**config.mk**
```make
export PLATFORM = sky130hd
export DESIGN_NAME = stopwatch_core
export DESIGN_NICKNAME = d
export VERILOG_FILES = /design/src/rtl/stopwatch_pkg.sv /design/src/rtl/bcd_field_counter.sv /design/src/rtl/stopwatch_core.sv
export SDC_FILE = /design/constraint.sdc
export NUM_CORES = 1
export LEC_CHECK = 0
export ABC_AREA = 1
export CORE_UTILIZATION = 52
export CTS_CLUSTER_DIAMETER = 100
export DETAILED_ROUTE_END_ITERATION = 6
export GPL_ROUTABILITY_DRIVEN = 0
export PLACE_DENSITY = 0.92
export SLEW_MARGIN = 20
export SYNTH_ARGS = -nofsm -noshare
export SYNTH_HDL_FRONTEND = slang
export SYNTH_SLANG_ARGS = --single-unit
```
**constraint.sdc**
```tcl
create_clock -name clk -period 2.3 [get_ports clk]
set_clock_uncertainty 0.2 [all_clocks]
set_input_delay 0.575 -clock clk [delete_from_list [all_inputs] [get_ports clk]]
set_output_delay 0.575 -clock clk [all_outputs]
set_load 0.01 [all_outputs]
```
**src/rtl/stopwatch_pkg.sv**
```systemverilog
// Shared widths, default wrap limits, mode encoding and a BCD helper for the stopwatch.
// Latency: n/a (declarations only).
// Backpressure: n/a.
package stopwatch_pkg;

    localparam int BCD_W       = 4;
    localparam int SEC_LIMIT_D = 59;
    localparam int MIN_LIMIT_D = 59;

    typedef enum logic {
        MODE_RUN = 1'b0,
        MODE_ADJ = 1'b1
    } mode_t;

    // Two-digit packed BCD {tens,ones} of a 0..99 integer.
    function automatic logic [2*BCD_W-1:0] to_bcd(input int val);
        to_bcd = {BCD_W'(val / 10), BCD_W'(val % 10)};
    endfunction

endpackage

```
**src/rtl/bcd_field_counter.sv**
```systemverilog
// Two-digit BCD counter that wraps to 00 after reaching limit.
// Latency: new value one cycle after inc; wrap is combinational (inc && value == limit).
// Backpressure: none, every inc is taken.
module bcd_field_counter
    import stopwatch_pkg::*;
(
    input  logic               clk,
    input  logic               rst,
    input  logic               inc,
    input  logic [2*BCD_W-1:0] limit,
    output logic [BCD_W-1:0]   tens,
    output logic [BCD_W-1:0]   ones,
    output logic               wrap
);

    logic at_limit;

    assign at_limit = ({tens, ones} == limit);
    assign wrap     = inc && at_limit;

    always_ff @(posedge clk) begin
        if (rst) begin
            tens <= '0;
            ones <= '0;
        end else if (inc) begin
            if (at_limit) begin
                tens <= '0;
                ones <= '0;
            end else if (ones == BCD_W'(9)) begin
                ones <= '0;
                tens <= tens + BCD_W'(1);
            end else begin
                ones <= ones + BCD_W'(1);
            end
        end
    end

endmodule

```
**src/rtl/stopwatch_core.sv**
```systemverilog
// MM:SS BCD stopwatch: counts on the 1 Hz strobe, steps the selected field on the 2 Hz strobe in adjust mode.
// Latency: a qualifying strobe in cycle N shows on the registered outputs in cycle N+1.
// Backpressure: none; strobes are consumed as they arrive, non-qualifying ones are dropped.
module stopwatch_core
    import stopwatch_pkg::*;
#(
    parameter int MIN_LIMIT = MIN_LIMIT_D,
    parameter int SEC_LIMIT = SEC_LIMIT_D
)(
    input  logic             clk,
    input  logic             rst,
    input  logic             one_hz_tick,
    input  logic             two_hz_tick,
    input  logic             pause_pulse,
    input  logic             adj,
    input  logic             sel,
    output logic [BCD_W-1:0] min_tens,
    output logic [BCD_W-1:0] min_ones,
    output logic [BCD_W-1:0] sec_tens,
    output logic [BCD_W-1:0] sec_ones,
    output logic             paused,
    output logic             rollover
);

    localparam logic [2*BCD_W-1:0] SEC_LIM_BCD = to_bcd(SEC_LIMIT);
    localparam logic [2*BCD_W-1:0] MIN_LIM_BCD = to_bcd(MIN_LIMIT);

    mode_t mode;
    logic  sec_inc;
    logic  min_inc;
    logic  sec_wrap;
    logic  min_wrap;

    assign mode = mode_t'(adj);

    // The tick sees the pre-toggle paused value, so a coincident pause press still lets it count.
    always_comb begin
        sec_inc = 1'b0;
        min_inc = 1'b0;
        case (mode)
            MODE_RUN: begin
                sec_inc = one_hz_tick && !paused;
                min_inc = sec_wrap;
            end
            MODE_ADJ: begin
                sec_inc = two_hz_tick && sel;
                min_inc = two_hz_tick && !sel;
            end
            default: ;
        endcase
    end

    bcd_field_counter u_sec (
        .clk   (clk),
        .rst   (rst),
        .inc   (sec_inc),
        .limit (SEC_LIM_BCD),
        .tens  (sec_tens),
        .ones  (sec_ones),
        .wrap  (sec_wrap)
    );

    bcd_field_counter u_min (
        .clk   (clk),
        .rst   (rst),
        .inc   (min_inc),
        .limit (MIN_LIM_BCD),
        .tens  (min_tens),
        .ones  (min_ones),
        .wrap  (min_wrap)
    );

    // A minutes wrap while adjusting is a manual edit, not an elapsed-hour event.
    always_ff @(posedge clk) begin
        if (rst) begin
            paused   <= 1'b0;
            rollover <= 1'b0;
        end else begin
            if (pause_pulse)
                paused <= ~paused;
            rollover <= (mode == MODE_RUN) && min_wrap;
        end
    end

endmodule

```
run_1/power_grid.png
Scale bar: 10 um. Pins as bars on the die edge. Tap cells in gray.
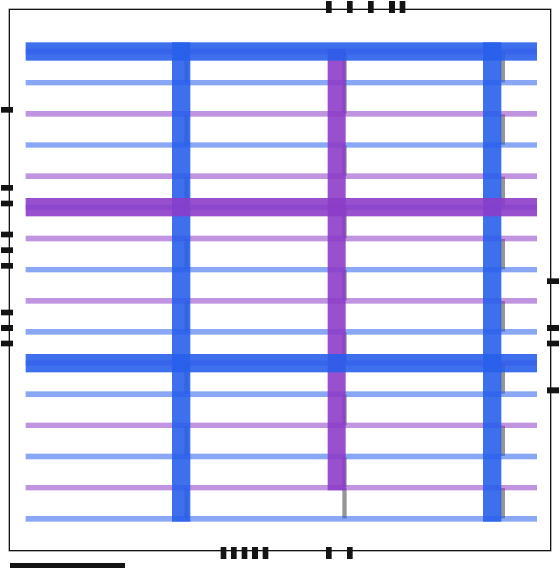
- purple: VDD
- blue: VSS
- signal pins: 25
- met4 straps: 3
- tap cells: 25
- rows: 15
- met1 rails: 16
area of the core region: 0.001821 sq mm
height of the chip: 47.15 um

run_1/placement_by_type.png
Scale bar: 10 um.
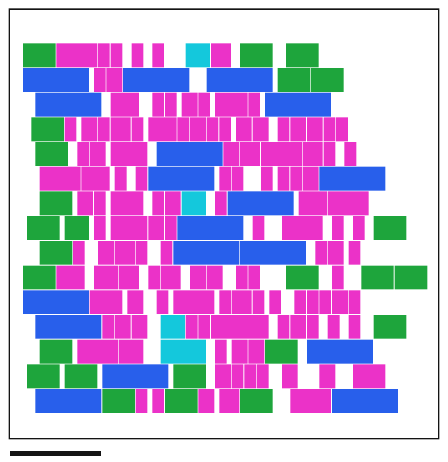
- green: remaining buffers and delay cells (cells 25)
- blue: sequential cells (cells 18)
- cyan: clock drivers and dummy loads (cells 4)
- magenta: combinational and other logic (cells 126)
cell area after layout: 0.001364 sq mm
Util after Layout: 74.91%
share of cell area taken by flip-flops and latches: 26.42%
standard-cell rows: 15

run_1/clk_routes.png
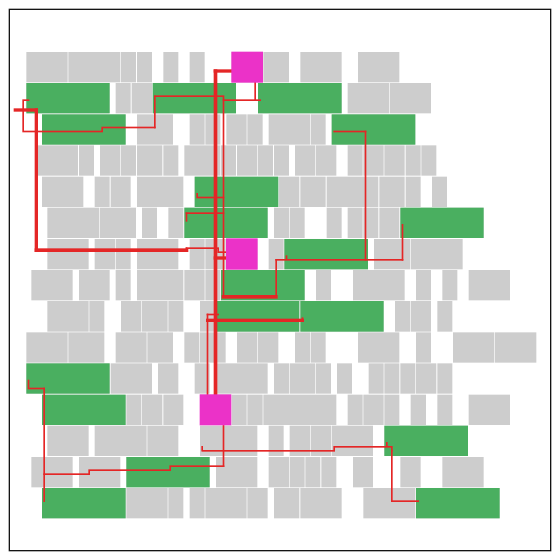
- green: flip-flops (count 18)
- magenta: clock drivers (count 3)
- red: clock wires (length 237 um)
- flops lie: widely spread
- routed clock nets: 4

==> results.txt, run 1 <==
The implementation run finished. Total placed instance area landed at approximately 0.0013 sq mm. Later-pin clock latency in the skew report landed at roughly 0.30 ns. In the final report, the number of endpoints failing setup comes to 0. Measured on the final layout, buffering overhead outside the clock network stands at 18.17%.

The first global-routing pass estimated 3877 um of wire. Cell count after synthesis landed at 145. Global routing usage summed across all routing layers landed at between 20% and 30%.

Full die area landed at roughly 0.0022 sq mm. Final instance count without filler cells landed at 198. The worst register-to-register path begins at u_sec.tens[0]$_SDFFE_PP0P_. Once detail routing completed, the nets flagged for antenna violations numbered 0. Number of inserted filler cells in the final layout landed at 151. Final critical path time including I/O delays and setup landed at about 2.1 ns. Post-CTS repair changed the size of 0 cells. According to the cell report, flip-flops and latches in the layout number 18. Number of search-and-repair iterations in the first detailed-routing pass landed at 5. The clock passes through at most 2 buffers.

In this run, placement finished with an instance count of 194. The detailed router reports a met2 wire length of approximately 1300 um. TritonCTS built the clock tree.

Per the detail_route report, the via count comes to 1,038. Highest cell delay on the worst timing path landed at 0.60 ns. Wire length on met3 landed at 141 um. Power dissipated in the clock network landed at 205 uW. STA lists the startpoint of the worst hold path as u_min.ones[2]$_SDFFE_PP0P_. After detailed routing, the number of remaining DRC violations is 0. Critical path data arrival time landed at 1.37 ns.

Number of sinks handled by clock tree synthesis landed at 18. Vias per cell landed at approximately 5.2. Logic area landed at 601.8 sq um. Number of logic stages on the critical path including buffering landed at 1. In this run, the synthesized area fraction spent on AND-OR/OR-AND gates is recorded as 7.556%.

Ranked by total cell area, the synthesized netlist is headed by sky130_fd_sc_hd__dfxtp_1 (34%), sky130_fd_sc_hd__ha_1 (9.4%), sky130_fd_sc_hd__nand2_1 (8.5%). Area used by sequential logic in the layout landed at 360.3 sq um. Hold-check failures listed in the final report amount to 0. The path with the worst hold slack has its endpoint at u_min.ones[2]$_SDFFE_PP0P_.

The run finished with clean final reports. According to the floorplan report, the die width is between 40 and 50 um. In the final routed layout, each cell accounts on average for ~13 um. Detailed-placement wirelength estimate landed at 1895 um. Total count of max-transition violations in the final report landed at 0. Global routing used 2.308% of the available met3 tracks. In the setup report, the worst path falls into the class flop to output pin. Setup slack on the worst path after placement came out at roughly 0.092 ns. Looking at the critical path, the highest net fanout was 7. Per the cell usage report, the commonest logic cells after layout are sky130_fd_sc_hd__nand2_1 (24), sky130_fd_sc_hd__clkdlybuf4s50_1 (24), sky130_fd_sc_hd__inv_1 (19), sky130_fd_sc_hd__nor2_1 (19), sky130_fd_sc_hd__dfxtp_1 (18).

STA classifies the critical path endpoint as an output pin. The clock network accounts for between 30% and 40% of the total power.
run_1/wires.png
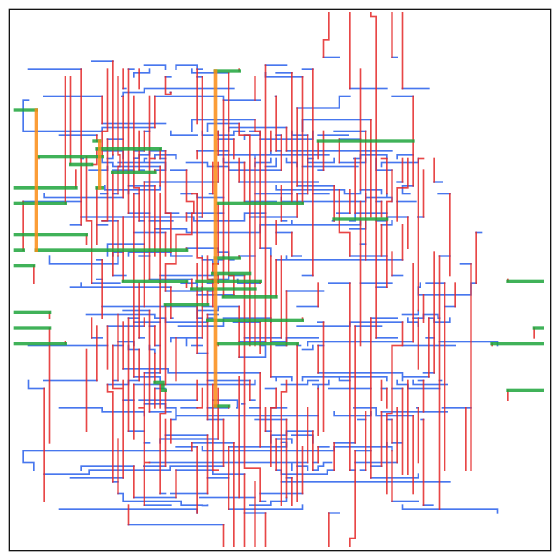

--- run 2 (diff from run 1) ---
Settings changed: CORE_MARGIN from default to 2.
run_2/wires.png
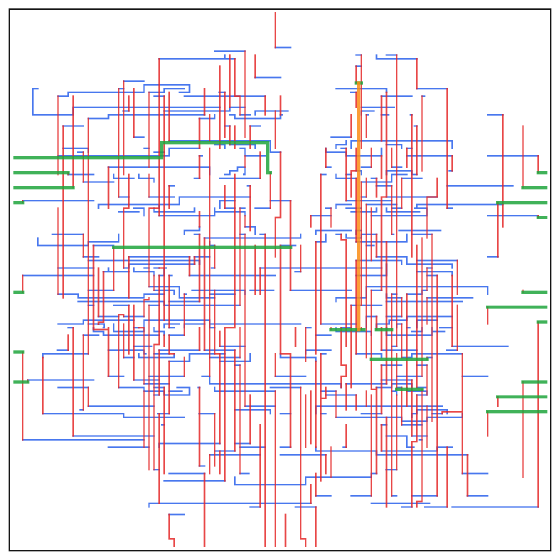
- orange: metal 4 (wire length 22.4 um)
- red: metal 2 (wire length 1,270 um)
- green: metal 3 (wire length 95.9 um)
- blue: metal 1 (wire length 999 um)

run_2/clk_routes.png
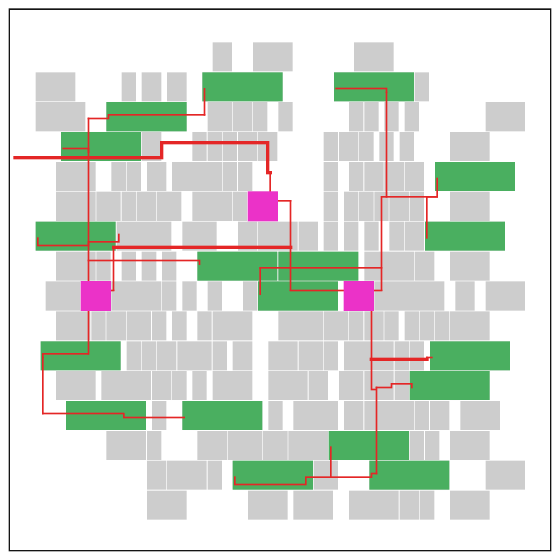
- red: clock wires (length 243 um)
- green: flip-flops (count 18)
- magenta: clock drivers (count 3)
- flops lie: widely spread
- routed clock nets: 4
proportion of power drawn by the clock network: 33.1%
clock latency on the worst-skew pair: 0.30 ns
clock distribution power: 201 uW

run_2/power_grid.png
Scale bar: 10 um. Pins as bars on the die edge. Tap cells in gray.
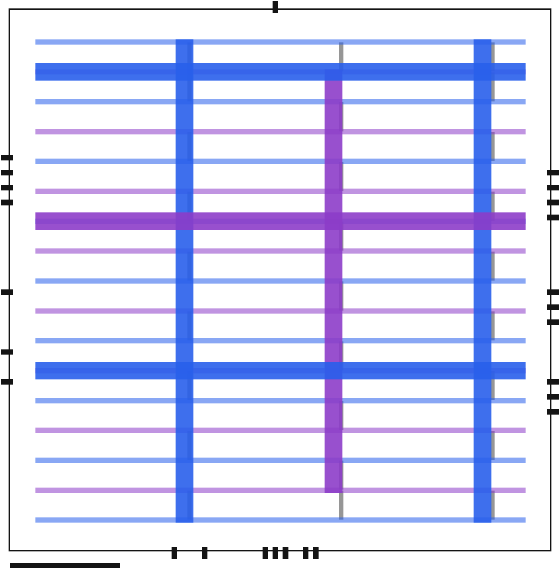
- blue: VSS
- purple: VDD
- signal pins: 25
- met5 straps: 3
- rows: 16
area of the core region: 0.001942 sq mm
height of the chip: 49.15 um
die width: 49.15 um
worst-case vdd ir drop: 0.4176 mV

==> results.txt, run 2 <==
The implementation run finished. Largest fanout of any net on the critical path landed at 6 (-1). Number of sinks handled by clock tree synthesis landed at 18 (unchanged). The remaining antenna violation count after routing came to 0 (unchanged).

The highest cell delay on the worst timing path came to 0.59 ns (about the same). The AND-OR/OR-AND share of the synthesized area is 7.556% (unchanged). The vias per cell is 5.050 (-3.7%). Number of cells upsized or downsized after cts landed at 0 (unchanged). The cell row count came to 16 (+1). In the layout the commonest cells are sky130_fd_sc_hd__nand2_1 (24), sky130_fd_sc_hd__clkdlybuf4s50_1 (24), sky130_fd_sc_hd__inv_1 (19), sky130_fd_sc_hd__nor2_1 (19), sky130_fd_sc_hd__dfxtp_1 (18).

Final standard cell area without fillers landed at 0.001366 sq mm (+0.18%). TritonCTS built the clock tree. Number of search-and-repair iterations in the first detailed-routing pass landed at 6 (+1).

Total placed instance area landed at 0.001330 sq mm (+0.19%). Routed length on met2 landed at 1272 um (-3.2%). Number of buffers between clock root and the deepest sink landed at 2 (unchanged). Number of logic stages on the critical path including buffering landed at 1 (unchanged). Wire length on met3 landed at 95 um (-33%). Logic area landed at 601.8 sq um (unchanged). The run finished with clean final reports. Required time at the worst-slack endpoint landed at 1.52 ns. The worst setup path is captured at an output pin. The full die area is 0.002415 sq mm (+8.7%). The number of hold violations in the final report came to 0 (unchanged). The critical path in this run is classified as flop to output pin. Looking at the hold checks, the worst path lands on u_sec.tens[1]$_SDFFE_PP0P_. Final critical path time including I/O delays and setup landed at 2.139 ns (-0.009259 ns).

The number of remaining DRC errors is 0 (unchanged). The number of instances in the placed design came to 196 (+1.0%). Share of the core filled with cells landed at 70.36% (-4.6 points). Between the synthesized netlist and the finished layout, the area growth was recorded as 28.93%. STA lists the startpoint of the worst register-to-register path as u_sec.tens[0]$_SDFFE_PP0P_. The global-route track usage on met3 is 5.521% (+3.2 points). The cell count after synthesis came to 145 (unchanged). The number of inserted filler cells in the final layout is 161 (+6.6%). Summed over all failing endpoints, the final setup total negative slack is 0 ns. The worst setup slack after placement was 0.09844 ns (+0.006642 ns).

Global routing usage summed across all routing layers landed at 22.63% (-2.6 points). The final-report setup violation count came to 0 (unchanged). Final instance count without filler cells landed at 200 (+1.0%). The routed wirelength normalized by instance count came to 11.95 um (-5.4%). Number of sequential cells in the layout landed at 18 (unchanged).
run_2/placement_by_type.png
Scale bar: 10 um.
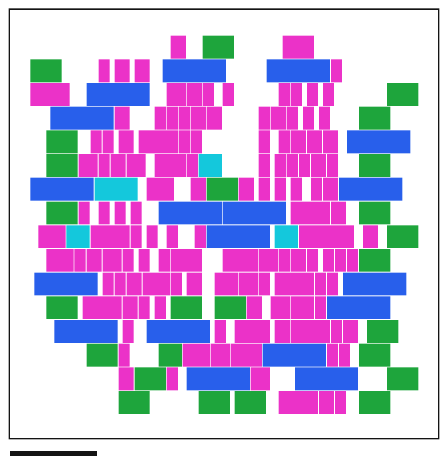

--- run 3 (diff from run 2) ---
Settings changed: CORE_ASPECT_RATIO from default to 0.7.
run_3/placement_by_type.png
Scale bar: 20 um.
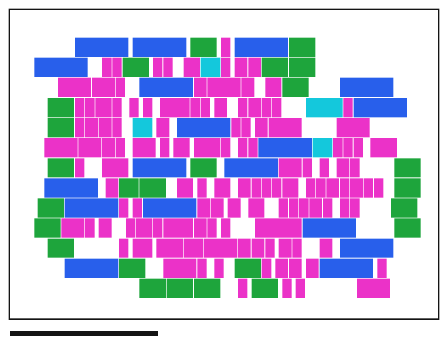
- blue: sequential cells (cells 18)
- green: remaining buffers and delay cells (cells 25)
- magenta: combinational and other logic (cells 126)
- cyan: clock drivers and dummy loads (cells 4)

run_3/power_grid.png
Scale bar: 20 um. Pins as bars on the die edge. Tap cells in gray.
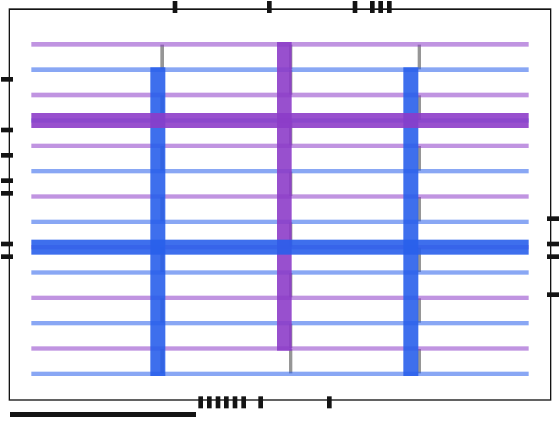
- purple: VDD
- blue: VSS
- rows: 13
- tap cells: 22
height of the chip: 41.77 um
worst-case vdd ir drop: 0.3198 mV
area of the core region: 0.001887 sq mm
die width: 57.96 um

run_3/clk_routes.png
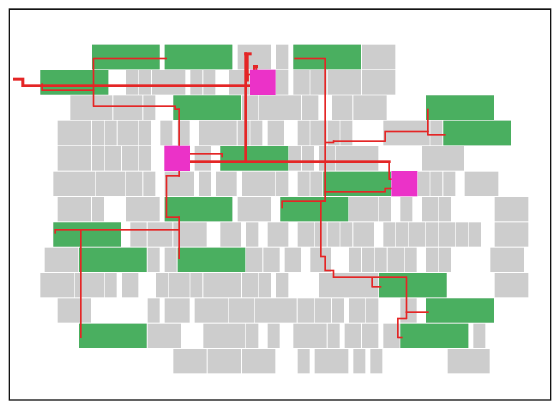
- magenta: clock drivers (count 3)
- red: clock wires (length 233 um)
- green: flip-flops (count 18)
- flops lie: widely spread
- routed clock nets: 4
clock distribution power: 202 uW
proportion of power drawn by the clock network: 33.3%

==> results.txt, run 3 <==
The implementation run finished. The flow ran to the end, and the final reports show no timing, DRC or antenna violations. Final-report setup violation count landed at 0 (unchanged). Full die area landed at 0.002421 sq mm (+0.23%). From synthesis to final layout, the design area changed by 28.33%. The number of inserted filler cells in the final layout is 147 (-8.7%). The number of remaining DRC errors came to 0 (unchanged). Global-route track usage on met3 landed at 6.854% (+1.3 points). Number of instances in the placed design landed at 191 (-2.6%).

Final instance count without filler cells landed at 195 (-2.5%). The final standard cell area without fillers is 0.001360 sq mm (-0.46%). Number of search-and-repair iterations in the first detailed-routing pass landed at 4 (-2). TritonCTS built the clock tree. Total inserted antenna cells landed at 0. Clock tree synthesis selected as its root buffer the cell sky130_fd_sc_hd__clkbuf_4. The routed length on met2 came to 1130 um (-11%). The number of cells upsized or downsized after cts was 0 (unchanged). Setup TNS landed at 0 ns (unchanged). The number of logic stages on the critical path including buffering came to 1 (unchanged). The number of sinks handled by clock tree synthesis is 18 (unchanged). For the worst reg-to-reg path, the startpoint reported by OpenROAD is u_sec.ones[0]$_SDFFE_PP0P_. Required time at the worst-slack endpoint landed at 1.52 ns (about the same). Worst setup slack after placement landed at 0.1199 ns (+0.02151 ns). In the synthesized netlist, the dominant kind of combinational cell is simple AND/OR/NAND/NOR gates.

The worst setup path is of the flop to output pin kind. After synthesis, the design contains roughly 150 cells according to Yosys. The later-pin clock latency in the skew report was 0.30 ns (about the same).

The remaining antenna violation count after routing came to 0 (unchanged). Number of hold violations in the final report landed at 0 (unchanged). Cell count after synthesis landed at 145 (unchanged). The highest cell delay on the worst timing path was 0.59 ns (about the same). The vias per cell came to 5.113 (+1.2%). The largest fanout of any net on the critical path came to 6 (unchanged). Well tap count landed at 22. The cell row count is 13 (-3). The path with the worst hold slack has its endpoint at u_sec.tens[1]$_SDFFE_PP0P_. Share of the core filled with cells landed at 72.08% (+1.7 points).

The total placed instance area came to 0.001324 sq mm (-0.47%). Ranking logic cells in the layout by count gives the top entries sky130_fd_sc_hd__nand2_1 (24), sky130_fd_sc_hd__clkdlybuf4s50_1 (24), sky130_fd_sc_hd__inv_1 (19), sky130_fd_sc_hd__nor2_1 (19), sky130_fd_sc_hd__dfxtp_1 (18). Final critical path time including I/O delays and setup landed at 2.127 ns (-0.01116 ns). Routed wirelength normalized by instance count landed at 11.70 um (-2.1%). The global routing usage summed across all routing layers is 21.30% (-1.3 points). Logic area landed at 601.8 sq um (unchanged).

Looking at the critical path, the single cell with the biggest stage delay is sky130_fd_sc_hd__clkdlybuf4s50_1. Looking at the power breakdown, combinational cells take between 10% and 20% of the total. STA classifies the critical path endpoint as an output pin. Summing the areas of all and, or, nand and nor instances in the mapped netlist gives a little under two fifths of the synthesized area. The number of sequential cells in the layout was 18 (unchanged). TritonCTS buffer count landed at 3.

==> notes/layouts.md <==
Pictures saved along the way, in no particular order.

Congestion heat map.
shot_01.png
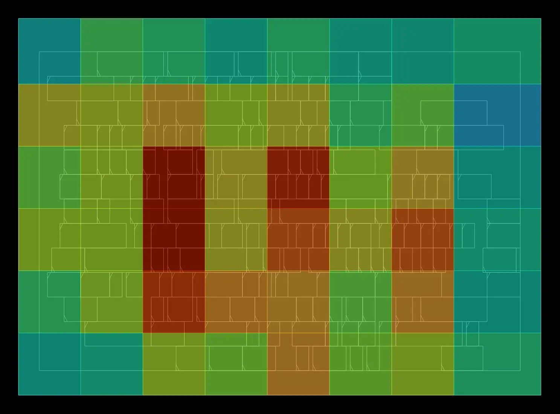
shot_02.png
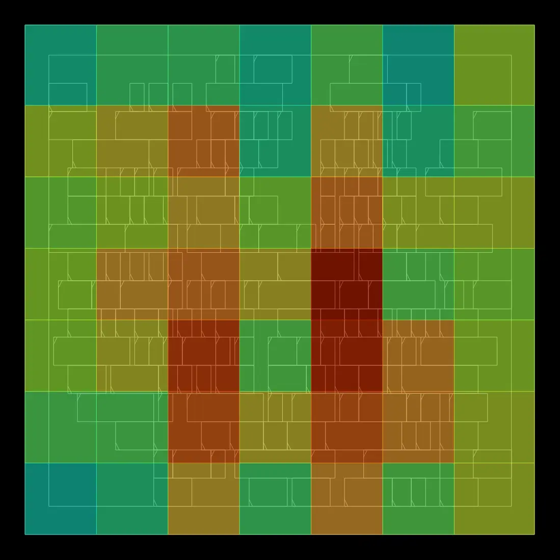
shot_03.png
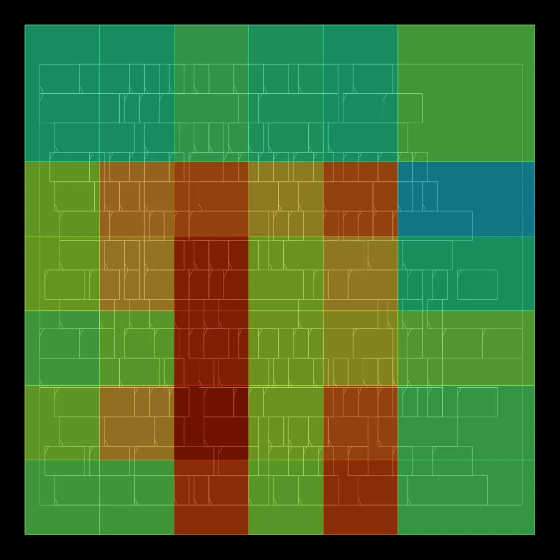
shot_03.png is run 1.
shot_01.png is run 3.
shot_02.png is run 2.

No activity file was given, so power comes from the tool's default toggle rates.
